$ cat config.mk
export PLATFORM = sky130hd
export DESIGN_NAME = load_store_array_flat
export DESIGN_NICKNAME = d
export VERILOG_FILES = /design/src/rtl/load_store_array_pkg.sv /design/src/rtl/load_store_array_if.sv /design/src/rtl/load_store_array_channel.sv /design/src/rtl/load_store_array.sv /design/src/flat_wrapper.sv
export SDC_FILE = /design/constraint.sdc
export NUM_CORES = 1
export LEC_CHECK = 0
export ABC_AREA = 1
export CAP_MARGIN = 20
export CELL_PAD_IN_SITES_DETAIL_PLACEMENT = 1
export CELL_PAD_IN_SITES_GLOBAL_PLACEMENT = 2
export CORE_MARGIN = 1.5
export CORE_UTILIZATION = 32
export DETAILED_ROUTE_END_ITERATION = 16
export PLACE_DENSITY = 0.85
export RECOVER_POWER = 100
export SLEW_MARGIN = 20
export SYNTH_ARGS = -nofsm -noshare
export SYNTH_HDL_FRONTEND = slang
export SYNTH_SLANG_ARGS = --single-unit
$ cat constraint.sdc
create_clock -name clk -period 6.85 [get_ports clk]
set_clock_uncertainty 0.1 [all_clocks]
set_input_delay 1.0275 -clock clk [delete_from_list [all_inputs] [get_ports clk]]
set_output_delay 1.0275 -clock clk [all_outputs]
set_load 0.02 [all_outputs]
$ cat src/rtl/load_store_array_pkg.sv
// Shared types and helpers for the fill/drain level oscillator array.
package load_store_array_pkg;

    typedef enum logic {DRAIN = 1'b0, FILL = 1'b1} mode_t;

    // Widest channel vector the popcount helper accepts; callers zero-extend.
    localparam int PC_W = 256;

    function automatic logic [8:0] popcount(input logic [PC_W-1:0] v);
        logic [8:0] n;
        n = '0;
        for (int i = 0; i < PC_W; i++) n = n + 9'(v[i]);
        return n;
    endfunction

endpackage

$ cat src/rtl/load_store_array_if.sv
// Per-channel control and status bundle of the level oscillator array.
interface load_store_array_if #(
    parameter int CHANNELS = 4,
    parameter int EVBITS   = 16
);
    logic [CHANNELS-1:0] en;
    logic [CHANNELS-1:0] force_drain;
    logic [CHANNELS-1:0] full;
    logic [CHANNELS-1:0] empty;
    logic [CHANNELS-1:0] filling;
    logic                any_full;
    logic [EVBITS-1:0]   full_events;

    modport master (
        output en, force_drain,
        input  full, empty, filling, any_full, full_events
    );

    modport slave (
        input  en, force_drain,
        output full, empty, filling, any_full, full_events
    );
endinterface

$ cat src/rtl/load_store_array_channel.sv
// One saturating fill/drain level counter with its mode bit and level flags.
module load_store_array_channel
    import load_store_array_pkg::*;
#(
    parameter int CBITS = 13,
    parameter int HI    = 5000,
    parameter int LO    = 0,
    parameter int STEP  = 1
) (
    input  logic             clk,
    input  logic             rst_n,
    input  logic             en,
    input  logic             force_drain,
    output logic [CBITS-1:0] level,
    output mode_t            mode,
    output logic             full,
    output logic             empty,
    output logic             full_next
);
    localparam logic [CBITS-1:0] HI_C   = CBITS'(HI);
    localparam logic [CBITS-1:0] LO_C   = CBITS'(LO);
    localparam logic [CBITS-1:0] STEP_C = CBITS'(STEP);
    localparam logic [CBITS:0]   HI_W   = (CBITS+1)'(HI);
    localparam logic [CBITS:0]   LO_W   = (CBITS+1)'(LO);
    localparam logic [CBITS:0]   STEP_W = (CBITS+1)'(STEP);

    logic [CBITS-1:0] level_nxt;
    mode_t            mode_nxt;
    logic [CBITS:0]   sum;
    logic             empty_next;

    // One extra bit on the add so the clamp sees overshoot instead of a wrap.
    assign sum = {1'b0, level} + STEP_W;

    always_comb begin
        level_nxt = level;
        mode_nxt  = mode;
        if (force_drain) begin
            mode_nxt = DRAIN;
        end else if (en) begin
            if (mode == FILL) begin
                if ({1'b0, level} >= HI_W) mode_nxt = DRAIN;
                else level_nxt = (sum >= HI_W) ? HI_C : sum[CBITS-1:0];
            end else begin
                if ({1'b0, level} <= LO_W) mode_nxt = FILL;
                else level_nxt = ({1'b0, level} < LO_W + STEP_W) ? LO_C : level - STEP_C;
            end
        end
    end

    assign full_next  = (level_nxt == HI_C);
    assign empty_next = (level_nxt == LO_C);

    always_ff @(posedge clk) begin
        if (!rst_n) begin
            level <= LO_C;
            mode  <= DRAIN;
            full  <= 1'b0;
            empty <= 1'b1;
        end else begin
            level <= level_nxt;
            mode  <= mode_nxt;
            full  <= full_next;
            empty <= empty_next;
        end
    end

endmodule

$ cat src/rtl/load_store_array.sv
// Array of independent fill/drain channels with aggregate full flag and
// a saturating count of full rising edges.
module load_store_array
    import load_store_array_pkg::*;
#(
    parameter int CHANNELS = 4,
    parameter int CBITS    = 13,
    parameter int HI       = 5000,
    parameter int LO       = 0,
    parameter int STEP     = 1,
    parameter int EVBITS   = 16
) (
    input logic              clk,
    input logic              rst_n,
    load_store_array_if.slave bus
);
    if (!(LO < HI && HI < (1 << CBITS))) begin : g_bad_range
        $error("load_store_array: need LO < HI < 2**CBITS");
    end
    if (!(STEP >= 1 && STEP <= HI - LO)) begin : g_bad_step
        $error("load_store_array: need 1 <= STEP <= HI-LO");
    end
    if (CHANNELS < 1 || CHANNELS > PC_W) begin : g_bad_ch
        $error("load_store_array: CHANNELS out of range");
    end

    localparam logic [CBITS-1:0] HI_C     = CBITS'(HI);
    localparam logic [CBITS-1:0] LO_C     = CBITS'(LO);
    localparam logic [CBITS:0]   FILL_MAX = (CBITS+1)'((HI - LO + STEP - 1) / STEP);
    localparam int               SW       = EVBITS + 10;
    localparam logic [SW-1:0]    EV_MAX   = (SW'(1) << EVBITS) - SW'(1);

    logic [CHANNELS-1:0][CBITS-1:0] level;
    mode_t                          mode_v [CHANNELS];
    logic [CHANNELS-1:0]            full_v, empty_v, full_nxt, filling_v;
    logic [EVBITS-1:0]              events_q;
    logic [SW-1:0]                  ev_sum;

    for (genvar i = 0; i < CHANNELS; i++) begin : g_ch
        load_store_array_channel #(
            .CBITS(CBITS), .HI(HI), .LO(LO), .STEP(STEP)
        ) u_ch (
            .clk        (clk),
            .rst_n      (rst_n),
            .en         (bus.en[i]),
            .force_drain(bus.force_drain[i]),
            .level      (level[i]),
            .mode       (mode_v[i]),
            .full       (full_v[i]),
            .empty      (empty_v[i]),
            .full_next  (full_nxt[i])
        );
        assign filling_v[i] = (mode_v[i] == FILL);

        // Checkers: range, flag exclusion, strict rise, bounded time to full.
        logic             seen_q, arm_q;
        logic [CBITS-1:0] lvl_q;
        logic [CBITS:0]   fill_cnt;
        logic             fill_arm;

        assign fill_arm = bus.en[i] && !bus.force_drain[i] && filling_v[i] && !full_v[i];

        always_ff @(posedge clk) begin
            if (!rst_n) begin
                seen_q   <= 1'b1;
                arm_q    <= 1'b0;
                fill_cnt <= '0;
            end else begin
                if (seen_q) begin
                    assert (level[i] >= LO_C && level[i] <= HI_C);
                    assert (!(full_v[i] && empty_v[i]));
                    assert (!arm_q || level[i] > lvl_q);
                    assert (fill_cnt <= FILL_MAX);
                end
                arm_q <= fill_arm;
                if (!filling_v[i] || full_v[i]) fill_cnt <= '0;
                else if (fill_arm)              fill_cnt <= fill_cnt + 1'b1;
            end
            lvl_q <= level[i];
        end
    end

    // Several channels may hit HI together, so the step can exceed one.
    assign ev_sum = SW'(events_q) + SW'(popcount(PC_W'(full_nxt & ~full_v)));

    always_ff @(posedge clk) begin
        if (!rst_n)             events_q <= '0;
        else if (ev_sum > EV_MAX) events_q <= EV_MAX[EVBITS-1:0];
        else                    events_q <= ev_sum[EVBITS-1:0];
    end

    assign bus.full        = full_v;
    assign bus.empty       = empty_v;
    assign bus.filling     = filling_v;
    assign bus.any_full    = |full_v;
    assign bus.full_events = events_q;

endmodule
$ cat src/flat_wrapper.sv
// flat-port wrapper written by rule: the top's interface ports become plain ports
module load_store_array_flat import load_store_array_pkg::*;
#(
    parameter int CHANNELS = 4,
    parameter int CBITS    = 13,
    parameter int HI       = 5000,
    parameter int LO       = 0,
    parameter int STEP     = 1,
    parameter int EVBITS   = 16
)
  (clk, rst_n, bus_en, bus_force_drain, bus_full, bus_empty, bus_filling, bus_any_full, bus_full_events);
  load_store_array_if #(.CHANNELS(CHANNELS), .EVBITS(EVBITS)) bus_i ();
  input logic clk;
  input logic rst_n;
  input wire logic [$bits(bus_i.en)-1:0] bus_en;
  input wire logic [$bits(bus_i.force_drain)-1:0] bus_force_drain;
  output wire logic [$bits(bus_i.full)-1:0] bus_full;
  output wire logic [$bits(bus_i.empty)-1:0] bus_empty;
  output wire logic [$bits(bus_i.filling)-1:0] bus_filling;
  output wire logic [$bits(bus_i.any_full)-1:0] bus_any_full;
  output wire logic [$bits(bus_i.full_events)-1:0] bus_full_events;
  assign bus_i.en = bus_en;
  assign bus_i.force_drain = bus_force_drain;
  assign bus_full = bus_i.full;
  assign bus_empty = bus_i.empty;
  assign bus_filling = bus_i.filling;
  assign bus_any_full = bus_i.any_full;
  assign bus_full_events = bus_i.full_events;
  load_store_array #(.CHANNELS(CHANNELS), .CBITS(CBITS), .HI(HI), .LO(LO), .STEP(STEP), .EVBITS(EVBITS)) u_core (.clk(clk), .rst_n(rst_n), .bus(bus_i));
endmodule
Figure 1. Zoomed window.
Scale bar: 20 um. Region (14, 14) to (64, 64) um. Cells in grey, sequential cells in the stronger grey; small squares are vias.
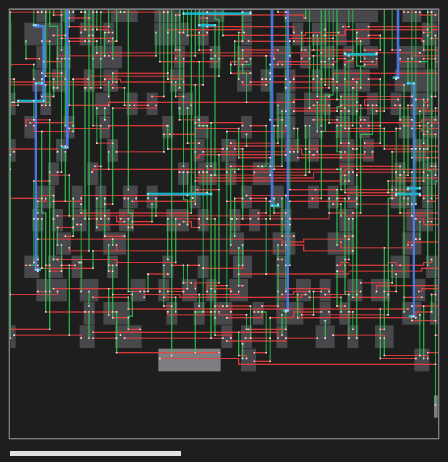
[red] M1
[cyan] M3
[green] M2
[blue] M4
sequential cells in the window: 1
cells with their middle in the window: 163
most frequent: nand2_1 (43), nor2_1 (19), nand3_1 (16)
netlist names of flops here include: u_core.g_ch.u_ch.level (1)

Figure 2. Placement view.
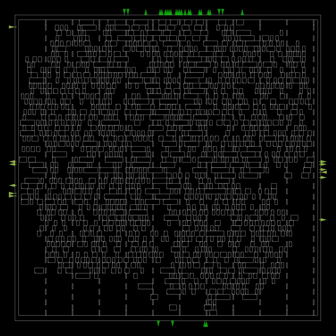
filler-free cell count of the finished design: 1651
CORE AREA: 23500 um^2
row cnt: 56
final core utilization: 35.8%

Figure 3. Sequential cells grouped by signal name.
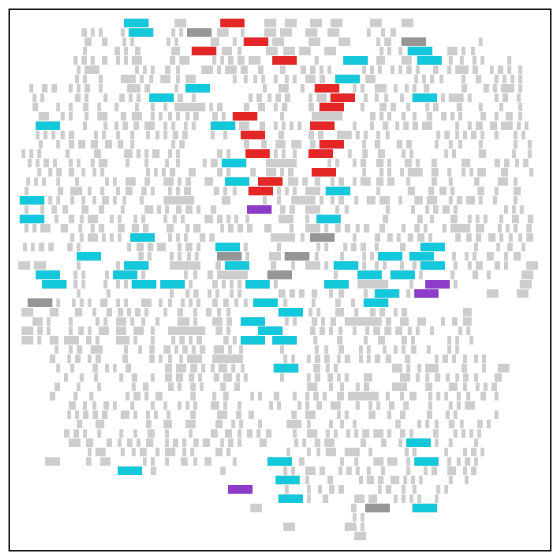
[purple] u_core.g_ch.u_ch.empty | flops: 4
[red] u_core.bus.full_events | flops: 16 | where: top middle
[cyan] u_core.g_ch.u_ch.level | flops: 52 | where: widely spread
not coloured: 8

Figure 4. Cells coloured by class.
Fill, decap, tap and diode cells in grey.
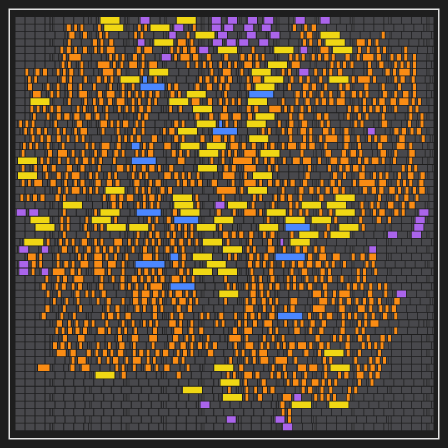
[blue] clock drivers and dummy loads | cells: 15
[orange] remaining logic cells | cells: 1190
[yellow] sequential cells | cells: 80
[purple] remaining buffers and delay cells | cells: 47

Figure 5. Wire density map.
Scale bar: 50 um. The die is cut into 31 by 31 equal tiles; black is low, pale yellow is high, scaled to the fullest tile. Values are wire area over tile area, all layers added.
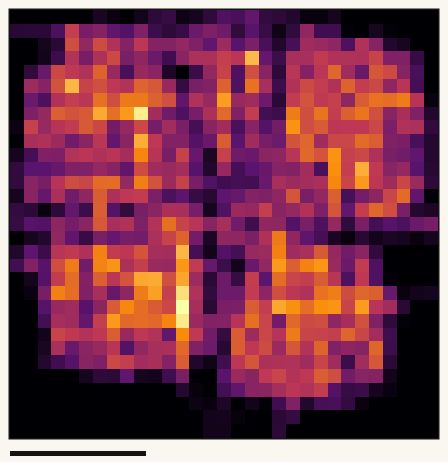
fullest tile: 0.50
tiles over half the peak: 24%
nearly empty tiles: 18%

==> ds_physical_params.txt <==
Summary of implementation characteristics

Parameter                              Value

Detailed routing
  Wire length on met1    about 12000 um
  Routed Wire Length    approximately 26000 um
  Metal3 WL    424 um
  Detailed-route DRC error count    0
  DR pass1 iterations    5
  Average detailed-routed wire length per instance    15.6 um

Final layout
  Top library cells by usage in the layout, fill and taps aside    sky130_fd_sc_hd__nand2_1, sky130_fd_sc_hd__nor2_1, sky130_fd_sc_hd__inv_1, sky130_fd_sc_hd__nand3_1, sky130_fd_sc_hd__dfxtp_1
  Share of post-route cells with drive strength above 1    6.08%
  Total Nets Final    1353

STA
  Total setup violations reported at the end of the flow    0
  Cycle use final    88.7%
  Period minus WS final    approximately 6.1 ns
  Final tally of hold violations    0
  Total negative setup slack    0 ns
  Number of pins with negative max-slew slack in the final report    40

Power and ir drop
  Switching power of the nets    0.586 mW
  Power of the sequential group    0.550 mW
  Largest power group    registers
  Portion of total power attributed to the clock network    roughly a third
  Largest vdd supply drop    roughly 0.14 mV
  Total power of the final layout    1.56 mW
  Fraction of power spent switching nets    37.7%
  Part of the total power dissipated in sequential elements    between 30% and 40%
  Leakage power summed over all cells    slightly below 4 nW

Logic synthesis
  Area fraction in mux cells    0%
  Cell variety after synth    roughly 45
  Top cells, area    sky130_fd_sc_hd__dfxtp_1, sky130_fd_sc_hd__nand2_1, sky130_fd_sc_hd__nor2_1, sky130_fd_sc_hd__nand3_1, sky130_fd_sc_hd__inv_1
  Instance count of the mapped netlist    1337
  Synth Warn #    0
  Synthesized area per cell    5.71 um^2
  Synthesis area per yosys    approximately 7600 um^2
  Cell types with the highest counts after synthesis    sky130_fd_sc_hd__nand2_1, sky130_fd_sc_hd__nor2_1, sky130_fd_sc_hd__inv_1
  Syn_nets    about 1400
  Cell area after synthesis    7640 um^2
  Largest family of logic cells by area    simple AND/OR/NAND/NOR gates

Outcome
  Run status    complete, but fails checks
  Violated checks    capacitance limit, slew limit

Die
  Overall die height    157 um
  Die Size    24800 um^2
  Die Span X    between 150 and 200 um

Run
  Reported max-cap violation count    1

Worst setup path
  Worst setup path class    reg -> reg
  End of the worst register-to-register path    u_core.bus.full_events[9]
  Biggest fanout along the worst timing path    13
  CP arrival    ~6.3 ns
  CP Buf/Inv Count    6
  Most frequent cell on the critical path    sky130_fd_sc_hd__nand2_1
  Worst setup path endpoint    u_core.bus.full_events[9]
  Stages on the worst setup path    35

CTS
  Number of gates given a new drive strength after cts    0
  Number of clock sinks    80
  Number of CTS-inserted buffers    9
  Clock Latency Late Sink    approximately 0.35 ns
  Clock root buffer    sky130_fd_sc_hd__clkbuf_16
  Post-CTS Hold Buffers    0
  Number of buffers on the longest clock path    2
  Register clock-pin slew on the reported worst setup and hold paths    0.07 ns

GRT
  Via count of the first global-routing pass    8411
  Met3 usage    1.95%
  Wire length of the first global-routing pass    43200 um
  Routing usage on met2    37.7%
  Global-route layer with the greatest usage    met2
  Pin count of the biggest net entering global routing    40

Placement
  Number of cells after detailed placement    1636
  Placed Instance Area    about 8000 um^2

Min path
  Hold Crit Start    u_core.bus.full_events[15]
[area by class of cell]
type                            instances  area [um^2]
Timing Repair Buffer                   47          444
Fill cell                            3240        15100
Clock inverter                          5         82.6
Inverter                              155          582
Sequential cell                        80         1600
Tap cell                              319          399
Multi-Input combinational cell       1035         5070
Clock buffer                           10          229
[how the worst min path moves through the flow]
stage                                 end  slack (ns)  cells after the start
6_report       u_core.bus.full_events[14]        0.41                      2
5_1_grt        u_core.bus.full_events[14]        0.46                      2
4_1_cts        u_core.bus.full_events[14]        0.42                      2
3_5_place_dp   u_core.bus.full_events[14]        0.41                      2
3_3_place_gp   u_core.bus.full_events[14]        0.42                      2
2_1_floorplan  u_core.bus.full_events[12]        0.47                      1
Power is estimated from default activity; no workload was simulated.
